==> src/rtl/dcu_iq.sv <==
// dcu_iq: RV32I decode unit; each beat is decoded on entry to a DEPTH-entry queue feeding the DPU.
// Optional DCU_BYPASS_EN: an empty queue forwards the incoming beat to the outputs in the same cycle.
module dcu_iq #(
    parameter int unsigned INST_WIDTH = 32,
    parameter int unsigned XLEN       = 32,
    parameter int unsigned GHSR_WIDTH = 8,
    parameter int unsigned PC_WIDTH   = 32,
    parameter int unsigned DEPTH      = 4
) (
    input  logic                  fclk_i,
    input  logic                  rst_i,
    input  logic [INST_WIDTH-1:0] pfu_inst_i,
    input  logic [GHSR_WIDTH-1:0] pfu_ghsr_i,
    input  logic [PC_WIDTH-1:0]   pfu_pc_i,
    input  logic                  pfu_j_b_en_i,
    input  logic                  pfu_vld_i,
    output logic                  dcu_rdy_o,
    output logic                  dcu_vld_o,
    input  logic                  dpu_rdy_i,
    output logic [INST_WIDTH-1:0] dcu_inst_o,
    output logic [PC_WIDTH-1:0]   dcu_pc_o,
    output logic [GHSR_WIDTH-1:0] dcu_ghsr_o,
    output logic                  dcu_j_b_en_o,
    output logic [3:0]            dcu_op_class_o,
    output logic [XLEN-1:0]       dcu_imm_o,
    output logic [4:0]            dcu_rs1_o,
    output logic [4:0]            dcu_rs2_o,
    output logic [4:0]            dcu_rd_o,
    output logic                  dcu_wr_o,
    output logic                  dcu_illegal_o,
    input  logic                  stc_stall_i,
    input  logic                  stc_redirect_i
);
    localparam int unsigned AW = $clog2(DEPTH);
    localparam int unsigned CW = AW + 1;

    localparam logic [3:0] ClsIntI    = 4'd0;
    localparam logic [3:0] ClsIntR    = 4'd1;
    localparam logic [3:0] ClsLoad    = 4'd2;
    localparam logic [3:0] ClsStore   = 4'd3;
    localparam logic [3:0] ClsLui     = 4'd4;
    localparam logic [3:0] ClsAuipc   = 4'd5;
    localparam logic [3:0] ClsBranch  = 4'd6;
    localparam logic [3:0] ClsJal     = 4'd7;
    localparam logic [3:0] ClsJalr    = 4'd8;
    localparam logic [3:0] ClsFence   = 4'd9;
    localparam logic [3:0] ClsSystem  = 4'd10;
    localparam logic [3:0] ClsIllegal = 4'd15;

    typedef struct packed {
        logic [INST_WIDTH-1:0] inst;
        logic [PC_WIDTH-1:0]   pc;
        logic [GHSR_WIDTH-1:0] ghsr;
        logic                  j_b_en;
        logic [3:0]            op_class;
        logic [XLEN-1:0]       imm;
        logic [4:0]            rs1;
        logic [4:0]            rs2;
        logic [4:0]            rd;
        logic                  wr;
        logic                  illegal;
    } entry_t;

    entry_t          mem_q [DEPTH];
    logic [AW-1:0]   rd_ptr_q, wr_ptr_q;
    logic [CW-1:0]   count_q;
    entry_t          dec, head;
    logic            empty, bypass, enq, deq;

    logic [6:0]      funct7;
    logic [2:0]      funct3;
    logic [XLEN-1:0] imm_i, imm_s, imm_b, imm_u, imm_j, imm;
    logic [3:0]      cls;
    logic            legal, use_rs1, use_rs2, use_rd, writes_rd;

    assign funct7 = pfu_inst_i[31:25];
    assign funct3 = pfu_inst_i[14:12];
    assign imm_i  = XLEN'($signed(pfu_inst_i[31:20]));
    assign imm_s  = XLEN'($signed({pfu_inst_i[31:25], pfu_inst_i[11:7]}));
    assign imm_b  = XLEN'($signed({pfu_inst_i[31], pfu_inst_i[7], pfu_inst_i[30:25],
                                   pfu_inst_i[11:8], 1'b0}));
    assign imm_u  = XLEN'($signed({pfu_inst_i[31:12], 12'b0}));
    assign imm_j  = XLEN'($signed({pfu_inst_i[31], pfu_inst_i[19:12], pfu_inst_i[20],
                                   pfu_inst_i[30:21], 1'b0}));

    always_comb begin
        legal     = (pfu_inst_i[1:0] == 2'b11);
        cls       = ClsIllegal;
        imm       = '0;
        use_rs1   = 1'b0;
        use_rs2   = 1'b0;
        use_rd    = 1'b0;
        writes_rd = 1'b0;
        case (pfu_inst_i[6:2])
            5'b00100: begin
                {cls, imm, use_rs1, use_rd, writes_rd} = {ClsIntI, imm_i, 3'b111};
                if (funct3 == 3'b001 && funct7 != 7'b0000000) legal = 1'b0;
                if (funct3 == 3'b101 && funct7 != 7'b0000000 && funct7 != 7'b0100000)
                    legal = 1'b0;
            end
            5'b01100: begin
                {cls, use_rs1, use_rs2, use_rd, writes_rd} = {ClsIntR, 4'b1111};
                if (!(funct7 == 7'b0000000 ||
                      (funct7 == 7'b0100000 && (funct3 == 3'b000 || funct3 == 3'b101))))
                    legal = 1'b0;
            end
            5'b00000: {cls, imm, use_rs1, use_rd, writes_rd} = {ClsLoad, imm_i, 3'b111};
            5'b01000: {cls, imm, use_rs1, use_rs2}           = {ClsStore, imm_s, 2'b11};
            5'b01101: {cls, imm, use_rd, writes_rd}          = {ClsLui, imm_u, 2'b11};
            5'b00101: {cls, imm, use_rd, writes_rd}          = {ClsAuipc, imm_u, 2'b11};
            5'b11000: {cls, imm, use_rs1, use_rs2}           = {ClsBranch, imm_b, 2'b11};
            5'b11011: {cls, imm, use_rd, writes_rd}          = {ClsJal, imm_j, 2'b11};
            5'b11001: {cls, imm, use_rs1, use_rd, writes_rd} = {ClsJalr, imm_i, 3'b111};
            5'b00011: {cls, imm, use_rs1, use_rd}            = {ClsFence, imm_i, 2'b11};
            5'b11100: {cls, imm, use_rs1, use_rd}            = {ClsSystem, imm_i, 2'b11};
            default:  legal = 1'b0;
        endcase
    end

    // Illegal entries keep inst/pc/ghsr for the trap path but carry no operands.
    always_comb begin
        dec        = '0;
        dec.inst   = pfu_inst_i;
        dec.pc     = pfu_pc_i;
        dec.ghsr   = pfu_ghsr_i;
        dec.j_b_en = pfu_j_b_en_i;
        if (legal) begin
            dec.op_class = cls;
            dec.imm      = imm;
            dec.rs1      = use_rs1 ? pfu_inst_i[19:15] : 5'd0;
            dec.rs2      = use_rs2 ? pfu_inst_i[24:20] : 5'd0;
            dec.rd       = use_rd  ? pfu_inst_i[11:7]  : 5'd0;
            dec.wr       = writes_rd && (pfu_inst_i[11:7] != 5'd0);
        end else begin
            dec.op_class = ClsIllegal;
            dec.illegal  = 1'b1;
        end
    end

    assign empty = (count_q == '0);
`ifdef DCU_BYPASS_EN
    assign bypass = empty && pfu_vld_i;
`else
    assign bypass = 1'b0;
`endif

    assign head      = bypass ? dec : mem_q[rd_ptr_q];
    assign dcu_rdy_o = (count_q < CW'(DEPTH)) && !stc_redirect_i;
    assign dcu_vld_o = (!empty || bypass) && !stc_stall_i && !stc_redirect_i;
    assign deq       = dcu_vld_o && dpu_rdy_i && !bypass;
    // A bypassed beat taken by the DPU is consumed directly and never stored.
    assign enq       = pfu_vld_i && dcu_rdy_o && !(bypass && dcu_vld_o && dpu_rdy_i);

    always_ff @(posedge fclk_i) begin
        if (rst_i) begin
            for (int unsigned i = 0; i < DEPTH; i++) mem_q[i] <= '0;
            rd_ptr_q <= '0;
            wr_ptr_q <= '0;
            count_q  <= '0;
        end else if (stc_redirect_i) begin
            rd_ptr_q <= '0;
            wr_ptr_q <= '0;
            count_q  <= '0;
        end else begin
            if (enq) begin
                mem_q[wr_ptr_q] <= dec;
                wr_ptr_q        <= wr_ptr_q + AW'(1);
            end
            if (deq) rd_ptr_q <= rd_ptr_q + AW'(1);
            if (enq && !deq)      count_q <= count_q + CW'(1);
            else if (deq && !enq) count_q <= count_q - CW'(1);
        end
    end

    assign dcu_inst_o     = head.inst;
    assign dcu_pc_o       = head.pc;
    assign dcu_ghsr_o     = head.ghsr;
    assign dcu_j_b_en_o   = head.j_b_en;
    assign dcu_op_class_o = head.op_class;
    assign dcu_imm_o      = head.imm;
    assign dcu_rs1_o      = head.rs1;
    assign dcu_rs2_o      = head.rs2;
    assign dcu_rd_o       = head.rd;
    assign dcu_wr_o       = head.wr;
    assign dcu_illegal_o  = head.illegal;

endmodule
==> config.mk <==
export PLATFORM = sky130hd
export DESIGN_NAME = dcu_iq
export DESIGN_NICKNAME = d
export VERILOG_FILES = /design/src/rtl/dcu_iq.sv
export SDC_FILE = /design/constraint.sdc
export NUM_CORES = 1
export LEC_CHECK = 0
export ABC_AREA = 1
export ABC_CLOCK_PERIOD_IN_PS = 12950
export CAP_MARGIN = 20
export CORE_MARGIN = 4
export CORE_UTILIZATION = 40
export CTS_BUF_LIST = sky130_fd_sc_hd__clkbuf_8
export DETAILED_ROUTE_END_ITERATION = 8
export PLACE_DENSITY = 0.58
export SYNTH_ARGS = -nofsm -noshare
export SYNTH_HDL_FRONTEND = slang
export SYNTH_SLANG_ARGS = --single-unit
==> constraint.sdc <==
create_clock -name fclk_i -period 12.95 [get_ports fclk_i]
set_input_delay 3.2375 -clock fclk_i [delete_from_list [all_inputs] [get_ports fclk_i]]
set_output_delay 3.2375 -clock fclk_i [all_outputs]
set_load 0.005 [all_outputs]
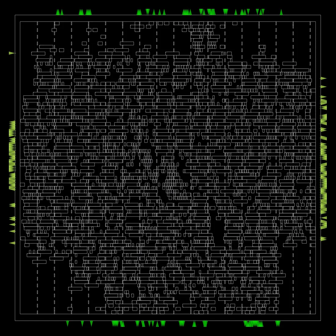
run_1/placed.png
Seq area share: 56.5%
Post-Layout Cell Count: 3214
Flops: 513
Core Util, Final: 47.9%

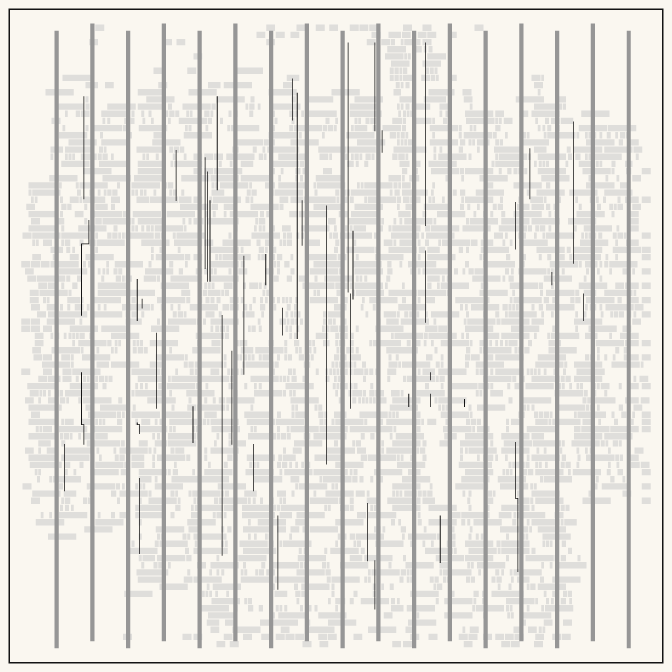
run_1/m4.png
Supply wires on this layer in grey. Cells faint in the background.
The longest straight run is 97.9 microns. The wires run mostly vertical.

==> results_dict.tcl, run 1 <==
# yosys + openroad results
set metrics [dict create \
    cts_tree "yes" \
    ctsResizeCount 0 \
    dpl_cell_area_sq_um 25600 \
    met3_wirelength_microns 5540 \
    vdd_drop_max_mv 0.0708 \
    r2r-end "mem_q[0][113]$_SDFFCE_PN0P_" \
    log.warning_count 33 \
    dr.pass1.iters 5 \
    synth_top_area_share_pct 66.0 \
    synth_cells 2225 \
    top_area_cell "edfxtp_1" \
    setup.worst_path.end_class "output pin" \
    fp_nets 2306 \
    p_sw_w 0.000832 \
    syn2layout_area_growth_pct 18.3 \
    final_net_count 2482 \
    overflow 0 \
    cts-htree-levels 3 \
    slew_headroom_pct 25.8 \
    slew_viol_final 0 \
    syn_avg_cell_area_sq_um 10.3 \
    startpoint_type "primary input" \
    path_cells "clkdlybuf4s50_1 > nor3_1 > clkdlybuf4s50_1" \
    top_regs "mem_q (504), count_q (3)" \
    cts_post_setup_buffers_inserted 0 \
    cp.depth 3 \
    reg2reg_depth 7 \
    grt.met2_usage_pct 36.0 \
    critPathCapture "dcu_vld_o" \
    grt_pass1_vias 16738 \
    drt-met1-wl_microns 27700 \
    skew_ns 0.0360 \
    drt_iter0_drc 1326 \
    crit_buf_inv 2 \
    crit_path_max_incr_delay_ns 0.56 \
    power_leader "sequential cells" \
    path_class "primary input to output pin" \
    synthTopCellsByArea "edfxtp_1 (66%), nor2_1 (12%), o21ai_0 (5.7%), inv_1 (3.6%), o22ai_1 (3.5%)" \
    synth.distinct_cells 29 \
    ff2ff_setup_slack_ns 9.03 \
    common_cells "nor2_1 (749), edfxtp_1 (504), o21ai_0 (260)" \
    period_needed_ns 7.79 \
    cts_sinks 513 \
    maxCapViolCount 0 \
    crit_path_max_fanout 3 \
    p_sw_share_pct 23.8 \
    routedWlPerCell_microns 20.8 \
    clkSlewWorstSetupHoldPaths_ns 0.06 \
    cpMaxStageDelayCell "clkdlybuf4s50_1" \
    hold_violations 0 \
    status "finished clean" \
    crit_family "buffers and inverters" \
    placementRows 87 \
    cts_buffers 88 \
    worstSkewPairLatency_ns 0.67 \
    intPower_w 0.00267 \
    die-area_sq_um 61200 \
    largest_reg_flops 504 \
    clock-root-buffer "clkbuf_8" \
    die_width_microns 247 \
    max_slew.worst_pin.slew_ns 1.11 \
    dp.cells 3065 \
    ys_area_sq_um 22900 \
    final_cell_mix "nor2_1 (749), edfxtp_1 (504), o21ai_0 (259)" \
    numSynthFlops 513 \
    min_path_type "flip-flop to flip-flop" \
    place_ws_ns 5.17 \
    flop_cell "edfxtp_1" \
    clockBufferDepth 3 \
    async_flop_share_pct 0 \
    hpwl_microns 37400 \
    hp-start "rd_ptr_q[0]$_SDFFE_PP0P_" \
    drtAntennaViolNets 0 \
    die_height_microns 247 \
    top_layer_used "met5" \
    combPwrFrac_pct 7.5 \
    p_clk_w 0.00132 \
    grt_max_degree 146 \
    wl_met2_microns 32300 \
    synthesis.area_sq_um 22900 \
    whs_ns 0.467 \
    ios 207 \
    grt.met1_usage_pct 28.3 \
    p_leak_nw 10.3 \
    yosysCellCount 2225 \
    power.density_nw_per_um2 129 \
    clkPwrFrac_pct 37.7 \
    grtUsageTotal_pct 21.4 \
    cts_hold_buf 0 \
    lay_top_count "nor2_1" \
    crit_top_cell "clkdlybuf4s50_1" \
    regMostFlops "mem_q" \
]
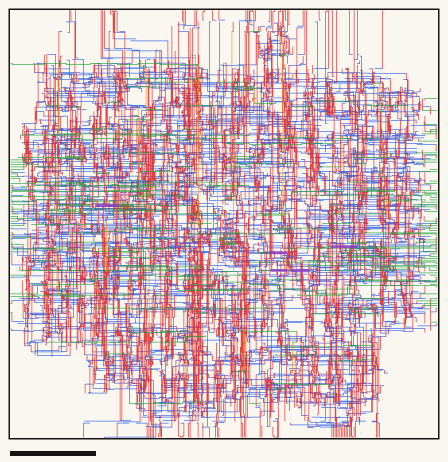
run_1/layers.png
Bar = 50 microns.
Key: green = M3 [wire length 5540 microns]; purple = M5 [wire length 51.5 microns]; red = M2 [wire length 32.3 mm]; orange = M4 [wire length 1380 microns]; blue = M1 [wire length 27.7 mm]

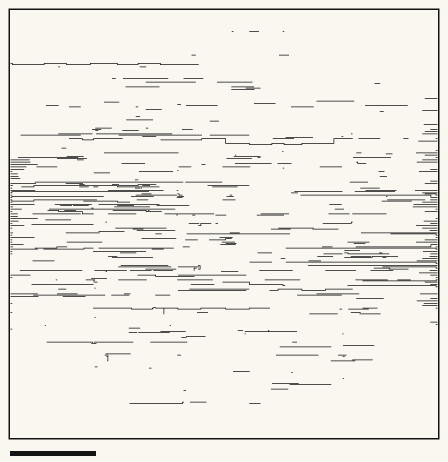
run_1/m3.png
Bar = 50 microns.
231 nets have wire on it. The longest straight run is 86.7 microns. The layer holds 8.3% of the routed length. The layer carries 5540 microns of wire.
Vias: 17077
Total Wirelength: 67000 microns

run 1: layout make-up:
cell class | instances | area, sq um | area share (%)
Clock inverter | 49 | 205 | 0.756
Tap cell | 756 | 946 | 3.49
Multi-Input combinational cell | 1342 | 6200 | 22.8
Clock buffer | 96 | 1320 | 4.87
Antenna cell | 2 | 5.00 | 0.0184
Inverter | 228 | 862 | 3.18
Sequential cell | 513 | 15300 | 56.5
Timing Repair Buffer | 228 | 2280 | 8.40
run 1: logic make-up (layout without fill, tap and decap cells):
group	Yosys count	in the layout	share of synthesized area, %
other	0	2	0
flip-flops	513	513	66.8
AND-OR/OR-AND	404	404	9.52
AND/OR/NAND/NOR	935	935	17.1
buffers and inverters	370	601	6.41
XOR/XNOR	1	1	0.0382
adder cells (fa/ha/maj)	2	2	0.142
==> run 2: changes to the inputs <==
- ABC_CLOCK_PERIOD_IN_PS: 12950 -> 7900
- PLACE_DENSITY: 0.58 -> 0.56
- clock period: 12.95 -> 7.9 ns (I/O delays scaled with it)
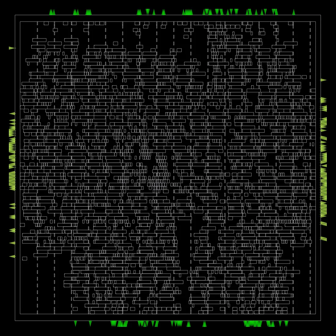
run_2/placed.png
Core ar.: 56600 sq um
Core Util, Final: 48.0%
Seq area share: 56.4%

==> run 2 against run 1 <==
- core utilization rose by 0.068 points
- sequential power rose by 64%
- sequential share of layout area fell by 0.081 points
- total power rose by 64%
- largest cell class unchanged
- largest power group unchanged
==> results_dict.tcl, run 2 <==
# yosys + openroad results
set metrics [dict create \
    status "finished clean" \
    p_clk_w 0.00218 \
    cpMaxStageDelayCell "dfxtp_4" \
    maxCapViolCount 0 \
    crit_path_max_incr_delay_ns 0.92 \
    met3_wirelength_microns 5310 \
    hold_violations 0 \
    clock-root-buffer "clkbuf_8" \
    grt.met1_usage_pct 28.5 \
    reg2reg_depth 8 \
    common_cells "nor2_1 (749), edfxtp_1 (504), o21ai_0 (260)" \
    clockBufferDepth 3 \
    cts_hold_buf 0 \
    path_cells "buf_4 > o21ai_0 > o22ai_1 > clkdlybuf4s50_1" \
    synth.distinct_cells 29 \
    p_leak_nw 10.4 \
    layout.cells.non_filler 3226 \
    placementRows 87 \
    signal_buffers 230 \
    combPwrFrac_pct 7.5 \
    slew_headroom_pct 23.0 \
    drtAntennaViolNets 0 \
    dp.cells 3068 \
    overflow 0 \
    regMostFlops "mem_q" \
    cts_post_setup_buffers_inserted 0 \
    top_area_cell "edfxtp_1" \
    syn_avg_cell_area_sq_um 10.3 \
    ctsResizeCount 0 \
    grt.met2_usage_pct 35.8 \
    synthesis.area_sq_um 22900 \
    drt-met1-wl_microns 27700 \
    cp.depth 4 \
    top_regs "mem_q (504), count_q (3)" \
    power_leader "sequential cells" \
    ff2ff_setup_slack_ns 4.77 \
    crit_family "buffers and inverters" \
    intPower_w 0.00437 \
    grt_max_degree 155 \
    nClkBuffers 92 \
    cts-htree-levels 3 \
    max_slew.worst_pin.slew_ns 1.15 \
    critPathCapture "dcu_imm_o[2]" \
    lay_top_count "nor2_1" \
    top_layer_used "met5" \
    log.warning_count 29 \
    synthTopCellsByArea "edfxtp_1 (66%), nor2_1 (12%), o21ai_0 (5.7%), inv_1 (3.6%), o22ai_1 (3.5%)" \
    ff_latch_area_sq_um 15300 \
    power.density_nw_per_um2 211 \
    cts_sinks 513 \
    hpwl_microns 38100 \
    numSynthFlops 513 \
    comb.multi_input.count 1342 \
    dpl_cell_area_sq_um 25600 \
    whs_ns 0.458 \
    crit_buf_inv 2 \
    clkSlewWorstSetupHoldPaths_ns 0.06 \
    place_ws_ns 2.62 \
    largest_reg_flops 504 \
    die-area_sq_um 61200 \
    seq_cells 513 \
    antenna_cells 2 \
    grtUsageTotal_pct 21.4 \
    worstSkewPairLatency_ns 0.66 \
    vdd_drop_max_mv 0.126 \
    drt_iter0_drc 1451 \
    flop_cell "edfxtp_1" \
    syn2layout_area_growth_pct 18.5 \
    via_count 16979 \
    path_class "flip-flop to output pin" \
    period_needed_ns 5.68 \
    min_path_type "flip-flop to flip-flop" \
    slew_viol_final 0 \
    crit_path_max_fanout 85 \
    r2r-end "mem_q[0][16]$_SDFFCE_PN0P_" \
    tapcell.inserted 756 \
    synth_top_area_share_pct 66.0 \
]
==> run 2: cell types whose count changed in the layout (fill, tap and decap cells not counted) <==
cell / previous run / this run
clkbuf_8: 96 / 92
buf_16: 2 / 1
clkinvlp_4: 3 / 1
clkinv_1: 7 / 18
buf_4: 19 / 20
inv_1: 249 / 254
clkinv_2: 9 / 7
inv_6: 1 / 2
bufinv_16: 0 / 1
buf_12: 1 / 3
==> run 2: cells by family after synthesis <==
group / synth area share (%)
flip-flops: 66.8
buffers and inverters: 6.41
AND-OR/OR-AND: 9.52
adder cells (fa/ha/maj): 0.142
AND/OR/NAND/NOR: 17.1
XOR/XNOR: 0.0382
No activity file was given, so power comes from the tool's default toggle rates.
